==> config.mk <==
export PLATFORM = sky130hd
export DESIGN_NAME = ring_seq_ctrl
export DESIGN_NICKNAME = d
export VERILOG_FILES = /design/src/rtl/counter_pkg.sv /design/src/rtl/shift_counter_core.sv /design/src/rtl/ring_seq_ctrl.sv
export SDC_FILE = /design/constraint.sdc
export NUM_CORES = 1
export LEC_CHECK = 0
export ABC_AREA = 1
export CAP_MARGIN = 20
export CELL_PAD_IN_SITES_DETAIL_PLACEMENT = 1
export CELL_PAD_IN_SITES_GLOBAL_PLACEMENT = 2
export CORE_ASPECT_RATIO = 0.75
export CORE_MARGIN = 2
export CORE_UTILIZATION = 32
export DETAILED_ROUTE_END_ITERATION = 10
export PLACE_DENSITY = 0.9
export SYNTH_ARGS = -nofsm -noshare
export SYNTH_HDL_FRONTEND = slang
export SYNTH_HIERARCHICAL = 1
export SYNTH_SLANG_ARGS = --single-unit
==> constraint.sdc <==
create_clock -name clk -period 3.9 [get_ports clk]
set_input_delay 0.78 -clock clk [delete_from_list [all_inputs] [get_ports clk]]
set_output_delay 0.78 -clock clk [all_outputs]
set_load 0.01 [all_outputs]
### Cell placement

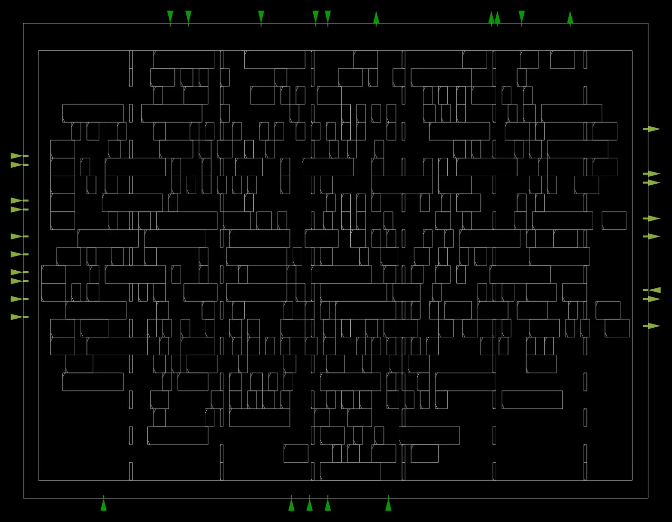
Fillers: 744
Flops: 35
row count: 24

### Sizing map

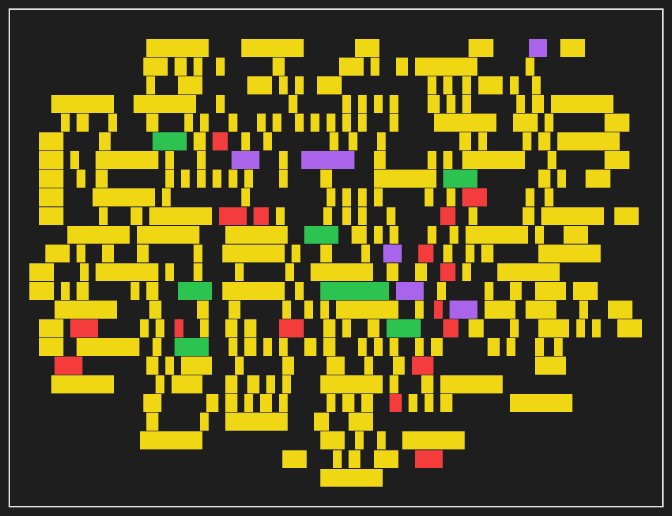
colour	size	cells	most used
green	x6 and larger	7	clkbuf_8
yellow	x1 and smaller	267	nand2_1
red	x2	16	nor2_2
purple	x3 and x4	6	nor2_4
Syn-to-layout area delta: 25.6%
cell area after layout: 0.00249 mm2
Signal buffers: 35

### Clock wires, drivers and flops

Bar = 20 um.
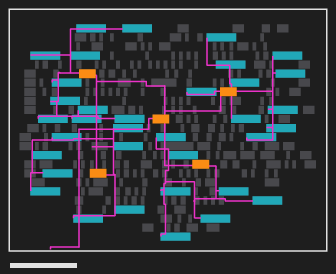
[cyan] flip-flops | count: 35
[orange] clock-net drivers | count: 5
[magenta] clock wires | length: 563 um
flops lie	all over the die
Clk pwr share: 16.9%
Clock Power: 0.276 mW
clk_lat worst skew: 0.29 ns
post-route clock skew: 0.00195 ns

### Wiring heat map

The die is cut into 19 by 14 equal tiles; dark blue is low, red is high, scaled to the fullest tile. Values are wire area over tile area, all layers added.
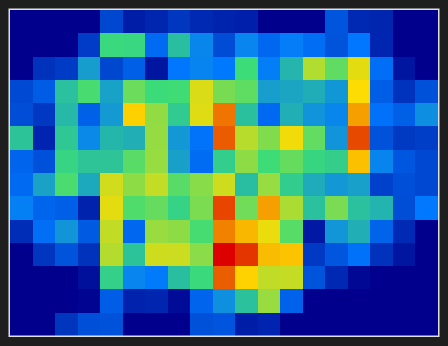
nearly empty tiles	18%
mean over tiles	0.11
emptiest ninth of the die	lower right
DR WL/cell: 12.8 um
GRT Util Overall: 16.2%

### Sequential cells coloured by netlist name

Bar = 20 um. Other sequential cells in the stronger grey, the rest of the logic in the fainter grey.
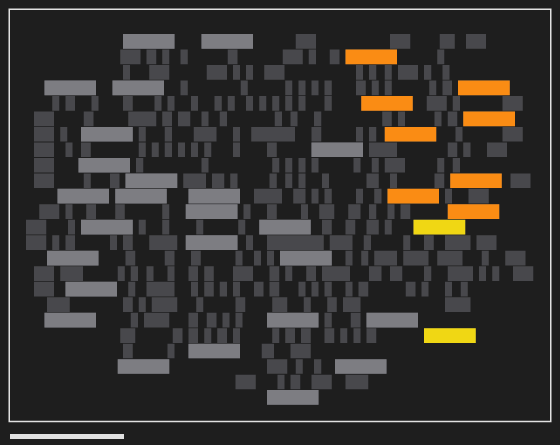
colour	signal	sequential cells
yellow	state	2
orange	u_core/out	8
Seq/total area: 35.2%
Final Util: 42.3%
sequential cell area: 876 um2
Seq power: 0.597 mW

==> results_slide.txt <==
Implementation Results

Synthesis
  – #FFs+latches synth: 35
  – Ys Warns: 6
  – Yosys chip area: 0.00198 mm2
  – Most used DFF post-synth: dfrtp_1
  – Syn nets: 289
  – Synth cell count leaders: nand2_1, nor2_1, dfrtp_1, inv_1, a21oi_1
  – EDFF count, synth: 0
  – Synth Cell Area: approximately 0.002 mm2
  – Register area share after synthesis: around 44%
  – Avg Cell Area, Syn: between 7 and 8 um2
  – Distinct cells, synth: 27
  – Ys cells: 260
  – Ys async rst share: 100%

Clock tree
  – CTS tree: done
  – Sink Count: 35
  – Root buf cell: clkbuf_8
  – Max clock buf depth: 2
  – PostCTS Resize Cnt: 0

Timing
  – Crit path time final: between 2 and 3 ns
  – Hold slack: 0.485 ns
  – Final hold vios: 0
  – Setup WS post-layout: 0.939 ns

Final layout
  – Buffering overhead: about 15%
  – Clock Network Area Fraction: about 3.5%
  – Dominant kind of cell: multi-input combinational cells
  – Number of non-clock inverters in the layout: 37
  – Clock Buffer Count: 6
  – Final cell count without fillers: about 370

Run status
  – Status: finished clean

Flow run
  – OpenROAD warning count: 31

Worst setup path
  – Top cell family by delay on the critical path: buffers and inverters
  – R2R cell count: 8
  – Max FO, Critical Path: 3
  – Critical path class: in2out
  – Critical path data arrival time: between 2 and 2.5 ns
  – R2R setup slack: 1.75 ns
  – WP buf/inv: 3
  – Critical path's most frequent cell: clkdlybuf4s50_1
  – Crit end category: primary output

Power and ir drop
  – Seq pwr share: 36.7%
  – Top power group: combinational logic
  – Pleak: between 1 and 1.5 nW

Floorplanning
  – Init Core Util: 33.7%
  – IO Pins: 33
  – Tap cells: ~78

Global route
  – Vias in the first global route: roughly 1,800
  – Grt ovf: 0

Placed design
  – RePlAce Congestion: 0.815

Min path
  – Hold WC Path Type: reg2reg

Route
  – Drt drc: 0
  – Vias per cell: about 4.6
worst min-delay path: stages (launching register included):
cell	delay [ns]
dfrtp_1	0.35
nand2_1	0.06
nand2_1	0.05
cells by family after synthesis:
| group | Yosys count | share of synthesized area [%] |
|---|---|---|
| multiplexers | 4 | 2.27 |
| buffers and inverters | 43 | 9.03 |
| adder cells (fa/ha/maj) | 7 | 4.42 |
| flip-flops | 35 | 44.2 |
| AND/OR/NAND/NOR | 130 | 29.2 |
| AND-OR/OR-AND | 41 | 10.9 |
routing by layer:
metal / track usage, % / vias to the layer above / share of wire, %
met1: 24.1 / 805 / 54
met3: 4.78 / 6 / 4.0
met2: 22.9 / 31 / 41
met4: 4.35 / 0 / 1.2
met5: 0 / - / 0
li1: - / 883 / -
Power is estimated from default activity; no workload was simulated.
